--- config.mk ---
export PLATFORM = sky130hd
export DESIGN_NAME = grid_io_multi_cfg_flat
export DESIGN_NICKNAME = d
export VERILOG_FILES = /design/src/rtl/grid_io_pkg.sv /design/src/rtl/grid_io_multi_cfg_if.sv /design/src/rtl/grid_io_subtile_cfg.sv /design/src/rtl/grid_io_multi_cfg.sv /design/src/flat_wrapper.sv
export SDC_FILE = /design/constraint.sdc
export NUM_CORES = 1
export LEC_CHECK = 0
export ABC_AREA = 0
export ABC_CLOCK_PERIOD_IN_PS = 1110
export CAP_MARGIN = 20
export CORE_UTILIZATION = 37
export CTS_CLUSTER_DIAMETER = 150
export DETAILED_ROUTE_END_ITERATION = 10
export GPL_ROUTABILITY_DRIVEN = 0
export MAX_ROUTING_LAYER = met4
export PLACE_DENSITY = 0.68
export SLEW_MARGIN = 20
export SYNTH_ARGS = -nofsm -noshare
export SYNTH_HDL_FRONTEND = slang
export SYNTH_SLANG_ARGS = --single-unit
--- constraint.sdc ---
create_clock -name prog_clk -period 1.11 [get_ports prog_clk]
set_input_delay 0.222 -clock prog_clk [delete_from_list [all_inputs] [get_ports prog_clk]]
set_output_delay 0.222 -clock prog_clk [all_outputs]
set_load 0.02 [all_outputs]
--- src/rtl/grid_io_pkg.sv ---
// Shared types and constants for the multi-subtile IO grid tile.
// Latency: n/a (types only).
// Backpressure: n/a.
package grid_io_pkg;

  // Bit positions inside one subtile's mode frame
  localparam int CFG_DIR_BIT = 0;
  localparam int CFG_INV_BIT = 1;
  localparam int CFG_REG_BIT = 2;

  // Decoded mode of one subtile (MSB first, so bit 0 is dir)
  typedef struct packed {
    logic reg_in;
    logic inv;
    logic dir;
  } io_mode_t;

  // Configuration counter states
  typedef enum logic {
    ST_PROG = 1'b0,
    ST_DONE = 1'b1
  } cnt_state_t;

endpackage

--- src/rtl/grid_io_multi_cfg_if.sv ---
// Bundle of config-chain, pad-ring and fabric signals of the IO grid tile.
// Latency: n/a (wiring only).
// Backpressure: none; all signals are level/strobe, no handshake.
interface grid_io_multi_cfg_if #(
  parameter int NUM_IO = 4
);
  logic              ccff_en;
  logic              ccff_head;
  logic              ccff_tail;
  logic              cfg_done;
  logic [NUM_IO-1:0] gfpga_pad_EMBEDDED_IO_SOC_IN;
  logic [NUM_IO-1:0] gfpga_pad_EMBEDDED_IO_SOC_OUT;
  logic [NUM_IO-1:0] gfpga_pad_EMBEDDED_IO_SOC_DIR;
  logic [NUM_IO-1:0] outpad;
  logic [NUM_IO-1:0] inpad;

  // Side that programs the tile and drives pads/fabric
  modport master (
    output ccff_en, ccff_head, gfpga_pad_EMBEDDED_IO_SOC_IN, outpad,
    input  ccff_tail, cfg_done, gfpga_pad_EMBEDDED_IO_SOC_OUT,
           gfpga_pad_EMBEDDED_IO_SOC_DIR, inpad
  );

  // The tile itself
  modport slave (
    input  ccff_en, ccff_head, gfpga_pad_EMBEDDED_IO_SOC_IN, outpad,
    output ccff_tail, cfg_done, gfpga_pad_EMBEDDED_IO_SOC_OUT,
           gfpga_pad_EMBEDDED_IO_SOC_DIR, inpad
  );
endinterface

--- src/rtl/grid_io_subtile_cfg.sv ---
// One IO subtile: mode decode, safe gate, invert, optional input register; macro GRID_IO_SYNC_EN adds a 2-flop pad synchronizer.
// Latency: output path combinational; input path 0/1 cycles (2/3 with GRID_IO_SYNC_EN).
// Backpressure: none; outputs forced to 0 until cfg_done.
module grid_io_subtile_cfg
  import grid_io_pkg::*;
(
  input  logic     prog_clk,
  input  logic     prog_reset_n,
  input  logic     cfg_done,
  input  io_mode_t mode,
  input  logic     soc_in,
  input  logic     outpad,
  output logic     soc_out,
  output logic     soc_dir,
  output logic     inpad
);

  logic pad_in;
  logic in_src;
  logic in_q;

`ifdef GRID_IO_SYNC_EN
  logic sync_q1;
  logic sync_q2;

  // Two-flop synchronizer bringing the asynchronous pad into prog_clk
  always_ff @(posedge prog_clk) begin
    if (!prog_reset_n) begin
      sync_q1 <= 1'b0;
      sync_q2 <= 1'b0;
    end else begin
      sync_q1 <= soc_in;
      sync_q2 <= sync_q1;
    end
  end

  assign pad_in = sync_q2;
`else
  assign pad_in = soc_in;
`endif

  // Inversion sits before the register so both input modes see the same polarity
  assign in_src = pad_in ^ mode.inv;

  // Input capture register used when the registered-input mode bit is set
  always_ff @(posedge prog_clk) begin
    if (!prog_reset_n) begin
      in_q <= 1'b0;
    end else begin
      in_q <= in_src;
    end
  end

  // Gate everything to a safe 0 until the whole tile is programmed; input path
  // stays live while driving so the pad value reads back
  always_comb begin
    soc_dir = 1'b0;
    soc_out = 1'b0;
    inpad   = 1'b0;
    if (cfg_done) begin
      soc_dir = mode.dir;
      soc_out = mode.dir & (outpad ^ mode.inv);
      inpad   = mode.reg_in ? in_q : in_src;
    end
  end

endmodule

--- src/rtl/grid_io_multi_cfg.sv ---
// NUM_IO IO subtiles behind one ccff chain segment with bit counter and safe-until-configured gate (optional GRID_IO_SYNC_EN pad synchronizer).
// Latency: chain adds NUM_IO*CFG_BITS cycles head->tail; pad/fabric paths as in grid_io_subtile_cfg.
// Backpressure: none; ccff_en=0 simply holds the chain.
module grid_io_multi_cfg
  import grid_io_pkg::*;
#(
  parameter int NUM_IO   = 4,
  parameter int CFG_BITS = 3,
  parameter int CNT_W    = 8
) (
  input  logic                prog_clk,
  input  logic                prog_reset_n,
  grid_io_multi_cfg_if.slave  bus
);

  localparam int L = NUM_IO * CFG_BITS;
  localparam logic [CNT_W-1:0] L_CNT = CNT_W'(L);

  logic [L-1:0]      chain;
  logic [CNT_W-1:0]  count;
  cnt_state_t        state;
  logic              done_q;

  logic [NUM_IO-1:0] soc_out;
  logic [NUM_IO-1:0] soc_dir;
  logic [NUM_IO-1:0] inpad;

  // Config shift register; first bit shifted in ends up in chain[L-1]
  always_ff @(posedge prog_clk) begin
    if (!prog_reset_n) begin
      chain <= '0;
    end else if (bus.ccff_en) begin
      chain <= {chain[L-2:0], bus.ccff_head};
    end
  end

  // Bit counter FSM: count enabled shifts until L, then saturate in DONE
  always_ff @(posedge prog_clk) begin
    if (!prog_reset_n) begin
      state  <= ST_PROG;
      count  <= '0;
      done_q <= 1'b0;
    end else begin
      case (state)
        ST_PROG: begin
          if (bus.ccff_en) begin
            count <= count + CNT_W'(1);
            if (count == L_CNT - CNT_W'(1)) begin
              state  <= ST_DONE;
              done_q <= 1'b1;
            end
          end
        end
        ST_DONE: begin
          count  <= L_CNT;
          done_q <= 1'b1;
        end
        default: begin
          state  <= ST_PROG;
          count  <= '0;
          done_q <= 1'b0;
        end
      endcase
    end
  end

  assign bus.ccff_tail = chain[L-1];
  assign bus.cfg_done  = done_q;

  for (genvar i = 0; i < NUM_IO; i++) begin : g_sub
    io_mode_t mode;

    // Frame i lives at chain[i*CFG_BITS +: CFG_BITS]
    assign mode.dir    = chain[i*CFG_BITS + CFG_DIR_BIT];
    assign mode.inv    = chain[i*CFG_BITS + CFG_INV_BIT];
    assign mode.reg_in = chain[i*CFG_BITS + CFG_REG_BIT];

    grid_io_subtile_cfg u_sub (
      .prog_clk     (prog_clk),
      .prog_reset_n (prog_reset_n),
      .cfg_done     (done_q),
      .mode         (mode),
      .soc_in       (bus.gfpga_pad_EMBEDDED_IO_SOC_IN[i]),
      .outpad       (bus.outpad[i]),
      .soc_out      (soc_out[i]),
      .soc_dir      (soc_dir[i]),
      .inpad        (inpad[i])
    );
  end

  assign bus.gfpga_pad_EMBEDDED_IO_SOC_OUT = soc_out;
  assign bus.gfpga_pad_EMBEDDED_IO_SOC_DIR = soc_dir;
  assign bus.inpad                         = inpad;

endmodule

--- src/flat_wrapper.sv ---
// flat-port wrapper written by rule: the top's interface ports become plain ports
module grid_io_multi_cfg_flat import grid_io_pkg::*;
#(
  parameter int NUM_IO   = 4,
  parameter int CFG_BITS = 3,
  parameter int CNT_W    = 8
)
  (prog_clk, prog_reset_n, bus_ccff_en, bus_ccff_head, bus_gfpga_pad_EMBEDDED_IO_SOC_IN, bus_outpad, bus_ccff_tail, bus_cfg_done, bus_gfpga_pad_EMBEDDED_IO_SOC_OUT, bus_gfpga_pad_EMBEDDED_IO_SOC_DIR, bus_inpad);
  grid_io_multi_cfg_if #(.NUM_IO(NUM_IO)) bus_i ();
  input  logic prog_clk;
  input  logic prog_reset_n;
  input wire logic [$bits(bus_i.ccff_en)-1:0] bus_ccff_en;
  input wire logic [$bits(bus_i.ccff_head)-1:0] bus_ccff_head;
  input wire logic [$bits(bus_i.gfpga_pad_EMBEDDED_IO_SOC_IN)-1:0] bus_gfpga_pad_EMBEDDED_IO_SOC_IN;
  input wire logic [$bits(bus_i.outpad)-1:0] bus_outpad;
  output wire logic [$bits(bus_i.ccff_tail)-1:0] bus_ccff_tail;
  output wire logic [$bits(bus_i.cfg_done)-1:0] bus_cfg_done;
  output wire logic [$bits(bus_i.gfpga_pad_EMBEDDED_IO_SOC_OUT)-1:0] bus_gfpga_pad_EMBEDDED_IO_SOC_OUT;
  output wire logic [$bits(bus_i.gfpga_pad_EMBEDDED_IO_SOC_DIR)-1:0] bus_gfpga_pad_EMBEDDED_IO_SOC_DIR;
  output wire logic [$bits(bus_i.inpad)-1:0] bus_inpad;
  assign bus_i.ccff_en = bus_ccff_en;
  assign bus_i.ccff_head = bus_ccff_head;
  assign bus_i.gfpga_pad_EMBEDDED_IO_SOC_IN = bus_gfpga_pad_EMBEDDED_IO_SOC_IN;
  assign bus_i.outpad = bus_outpad;
  assign bus_ccff_tail = bus_i.ccff_tail;
  assign bus_cfg_done = bus_i.cfg_done;
  assign bus_gfpga_pad_EMBEDDED_IO_SOC_OUT = bus_i.gfpga_pad_EMBEDDED_IO_SOC_OUT;
  assign bus_gfpga_pad_EMBEDDED_IO_SOC_DIR = bus_i.gfpga_pad_EMBEDDED_IO_SOC_DIR;
  assign bus_inpad = bus_i.inpad;
  grid_io_multi_cfg #(.NUM_IO(NUM_IO), .CFG_BITS(CFG_BITS), .CNT_W(CNT_W)) u_core (.prog_clk(prog_clk), .prog_reset_n(prog_reset_n), .bus(bus_i));
endmodule
Run 1, ports around the boundary:
Pins as bars across the die edge, other pins in grey.
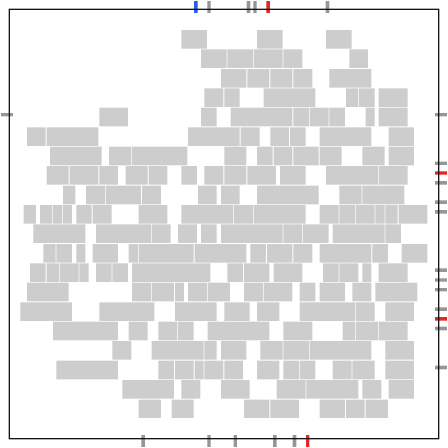
- blue: `prog_reset_n` (pins 1; direction input; edge top)
- red: `bus_gfpga_pad_EMBEDDED_IO_SOC_OUT` (pins 4; direction output; edge 2 right, 1 top, 1 bottom)
chip width: 59.9 um
Die Y: 59.9 um
port buffer count: 25

Run 1, signal wires by layer:
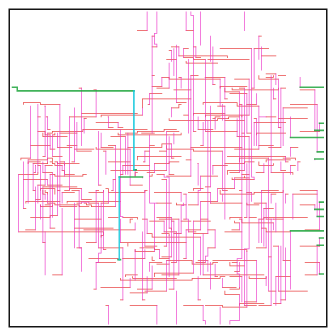
- cyan: metal 4 (wire length 30.6 um)
- magenta: metal 2 (wire length 1430 um)
- red: metal 1 (wire length 1090 um)
- green: metal 3 (wire length 56.3 um)

Run 1, clock distribution:
Scale bar: 20 um.
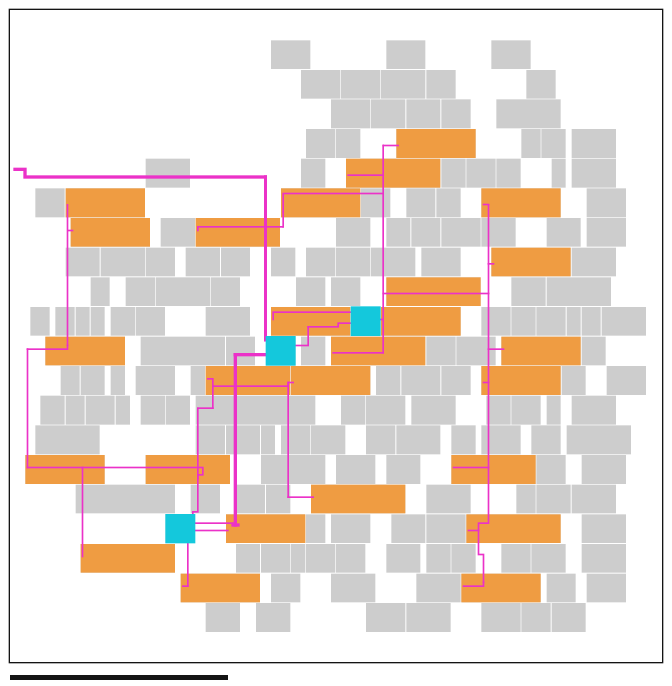
- orange: flip-flops (count 26)
- magenta: clock wires (length 289 um)
- cyan: clock drivers (count 3)
- routed clock nets: 4
clock share of power: 0.359
Power Clock: 0.644 mW
Worst-Skew Late Latency: 0.32 ns
clk_skew: 0.0106 ns

Run 1, cell classes on the final placement:
Fill, decap, tap and diode cells in grey.
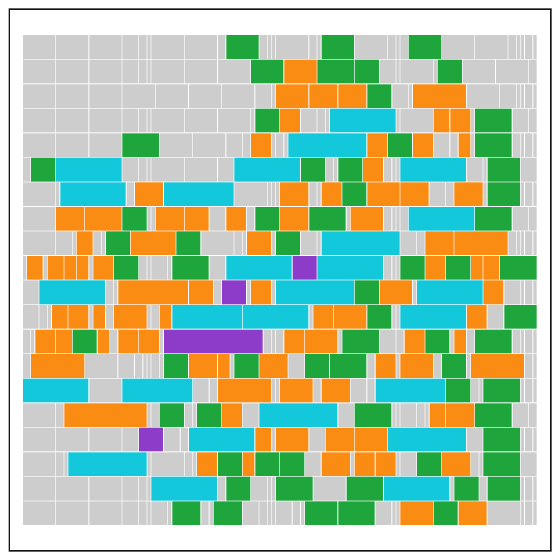
- orange: combinational and other logic (cells 87)
- green: other buffers and delay cells (cells 65)
- purple: clock drivers and dummy loads (cells 4)
- cyan: flops (cells 26)

==> results_slide.txt, run 1 <==
Key Metrics from the Run

Run status
  • Outcome: finished, violations left
  • Failing checks: negative setup slack

Layout
  • Final cell count without fillers: 226
  • Most frequent cells in the layout: 35 x buf_4, 19 x buf_6, 16 x nor2b_1, 16 x dfxtp_1, 13 x mux2i_1
  • Share of cells above drive strength 1: 0.478

Run
  • Max-cap violation count: 0
  • Tool warning count: 29

Global route
  • First-pass GRT wire length: between 4 and 5 mm
  • Vias in the first global route: roughly 980

Power
  • Max IR drop VDD: slightly below 0.0008 V
  • Pleak: approximately 0.84 nW
  • Overall Power: roughly 1.8 mW

Synth
  • Asr flop ratio synth: 0
  • Post-synth area from yosys stat: between 0.001 and 0.0015 sq mm
  • Synth top area share: 0.420
  • Ao+oa area frac: 0.0657
  • Adder Share, Synth: 0.0101
  • Flip-flops with a built-in enable: 0
  • Main flop type: dfxtp_1
  • Synth logic family: simple AND/OR/NAND/NOR gates

Detailed routing
  • Wire per inst: 11.5 um

Placement
  • Detailed placement HPWL: between 1.5 and 2 mm

Clock tree
  • Postcts setup bufs: 7
  • Num CTS Buffers: 3
  • CTS clk-pin slew, worst paths: 0.13 ns

STA
  • Max Freq: ~0.7 GHz
  • Setup total negative slack: -3.46 ns
  • Setup violators final: 19
  • PnR worst setup slack: -0.353 ns
  • Slew headroom: 0.814

Floorplanning
  • I/O pin count: 26

Critical path
  • Max FO, Critical Path: 3
  • Critical path, cell by cell: xnor2_2, o21ai_1, and2_4, buf_6
  • Critical path buffer and inverter count: 1
  • CP max stage delay: about 0.38 ns
  • WP data required: ~0.89 ns
[run 1: worst paths after layout]
kind	end	depth (start not counted)	slack, ns	start
hold / removal	u_core.count[1]	4	0.49	bus_ccff_en
setup / recovery	bus_inpad[2]	4	-0.35	u_core.chain[7]
hold reg to reg	u_core.count[6]	2	0.56	u_core.count[6]
setup reg to reg	u_core.bus.cfg_done	3	-0.16	u_core.count[2]
[run 1: cell type report]
cell class,count,area [sq um],share of cell area
clock buffer,3,22.5,0.0116
clock inverter,1,30.0,0.0155
tap,44,55.1,0.0284
multi-input combinational,87,702,0.361
timing repair buffer,65,584,0.301
sequential,26,548,0.282
[run 1: power by group]
part / internal, mW / switching, mW / total (mW)
registers: 0.944 / 0.0150 / 0.959
logic: 0.121 / 0.0699 / 0.191
clock network: 0.365 / 0.279 / 0.644
[run 1: registers in the layout (all words and copies together), names as in the netlist]
register / flops
u_core.bus.cfg_done: 1
u_core.state: 1
u_core.chain: 12
u_core.count: 8
u_core.g_sub.u_sub.in_q: 4
[run 1: worst reg2reg max path, stage by stage (launching register included)]
cell     delay, ns
dfxtp_2       0.35
or4b_4        0.54
nor4_4        0.18
o31a_1        0.15
[run 1: routing by layer]
layer | track usage | part of all wire | up-vias
li1 | - | - | 522
met1 | 0.161 | 0.42 | 482
met2 | 0.297 | 0.55 | 16
met3 | 0.0325 | 0.022 | 4
met4 | 0.0498 | 0.012 | 0
met5 | - | 0 | -
[run 1: cell families (layout without fill, tap and decap cells)]
group                      count (synthesis)  in the layout
xor gates and xnor gates                  12             12
and+or+nand+nor                           47             47
DFF                                       26             26
buffers and inverters                     16             69
adders and majority gates                  1              1
muxes                                     13             13
AOI/OAI and AO/OA                         14             14
==> run 1 -> run 2 <==
==> constraint.sdc (replaced) <==
create_clock -name prog_clk -period 1.11 [get_ports prog_clk]
set_input_delay 0.1665 -clock prog_clk [delete_from_list [all_inputs] [get_ports prog_clk]]
set_output_delay 0.1665 -clock prog_clk [all_outputs]
set_load 0.01 [all_outputs]
Run 2, signal wires by layer:
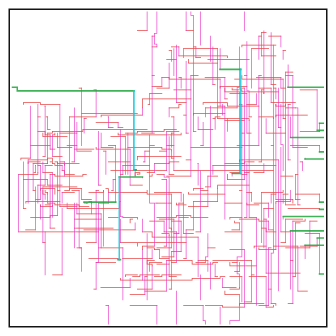
- red: metal 1 (wire length 1060 um)
- green: metal 3 (wire length 79.3 um)
- cyan: metal 4 (wire length 50.3 um)
- magenta: metal 2 (wire length 1540 um)
DRT Wirelength: 2.72 mm
via count: 1054
Total GRT Usage: 0.162

==> run 2 against run 1 <==
The flow still finishes with violations (negative setup slack). Sequential cell count is the same. Hold slack worse by 0.033 ns. Clock power is essentially flat. Critical path type unchanged. Critical endpoint unchanged.
==> results_slide.txt, run 2 <==
Key Metrics from the Run

Run status
  • Outcome: finished, violations left
  • Failing checks: negative setup slack

Synth
  • Synth top area share: 0.420
  • Post-synth area from yosys stat: 0.00124 sq mm

Detailed routing
  • Highest routed metal layer: met4
  • Metal2 WL: about 1.5 mm

STA
  • PnR worst setup slack: -0.298 ns
  • Max Freq: between 0.7 and 0.8 GHz
  • Clk_skew: 0.00763 ns
  • Setup violators final: 19

Run
  • Tool warning count: 29
  • Max-cap violation count: 0

Placement
  • Port buffer count: 25

Critical path
  • WP data required: ~0.94 ns

Global route
  • GRT busiest layer: met2
  • Met3 track demand over resource: 0.0346
  • M1 GR Usage: 0.161

Clock tree
  • Worst-Skew Late Latency: approximately 0.32 ns
  • CTS clk-pin slew, worst paths: between 0.1 and 0.15 ns

Power
  • Pleak: about 0.85 nW

Floorplanning
  • Die Y: 59.9 um

Layout
  • Largest Register: u_core.chain
  • Max reg flops: 12
  • FF+latch area: 548 sq um
  • Biggest registers after layout: u_core.chain: 12 flops, u_core.count: 8 flops, u_core.g_sub.u_sub.in_q: 4 flops
  • Share of cells above drive strength 1: 0.489
Run 2, placed standard cells:
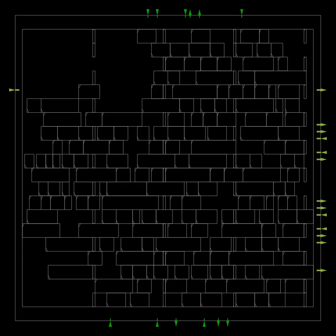
fill cell count: 263
flop share of the area: 0.278
Final Util: 0.634

-- run 2: power by group --
part	internal (mW)	total (mW)	switching, mW
Sequential	0.944	0.959	0.0155
Clock	0.365	0.645	0.280
Combinational	0.136	0.212	0.0759
Total	1.44	1.82	0.371
-- run 2: worst paths after layout --
path                                 startpoint  cells after the start  slack, ns                  end
worst max-delay path            u_core.chain[7]                      4      -0.30         bus_inpad[2]
worst min register to register  u_core.count[6]                      2       0.56      u_core.count[6]
worst max register to register  u_core.count[2]                      3      -0.16  u_core.bus.cfg_done
worst min-delay path              bus_ccff_head                      3       0.46      u_core.chain[0]
-- run 2: per-stage QoR --
stage	setup TNS, ns	power (mW)
detailed placement	-11.77	1.15
finish	-3.02	1.82
floorplan	-0.181	1.07
global route	-4.01	1.89
global placement	-10.85	1.15
CTS	-2.85	1.81
-- run 2: worst max-delay path, stage by stage (launching register included) --
cell and delay, ns:
dfxtp_4 0.38, xnor2_2 0.14, o21ai_1 0.14, and2_4 0.16
buf_6 0.09
-- run 2: repair_timing --
| item | in CTS | in global routing |
|---|---|---|
| endpoints found under the hold margin | 0 | 0 |
| gates resized | 94 | 20 |
| hold buffers | 0 | 0 |
| setup buffers | 8 | 5 |
| pin swaps | 15 | 14 |
| setup endpoints to repair | 20 | 22 |
-- run 2: cell type report --
class,instances,area share
multi-input combinational,87,0.370
timing repair buffer,67,0.297
sequential,26,0.278
tap,44,0.0280
clock inverter,1,0.0153
clock buffer,3,0.0114
-- run 2: logic make-up after synthesis --
group                      share of synthesized area
xor gates and xnor gates                      0.0848
buffers and inverters                         0.0889
muxes                                          0.105
and+or+nand+nor                                0.225
adders and majority gates                     0.0101
DFF                                            0.420
AOI/OAI and AO/OA                             0.0657
Power is estimated from default activity; no workload was simulated.
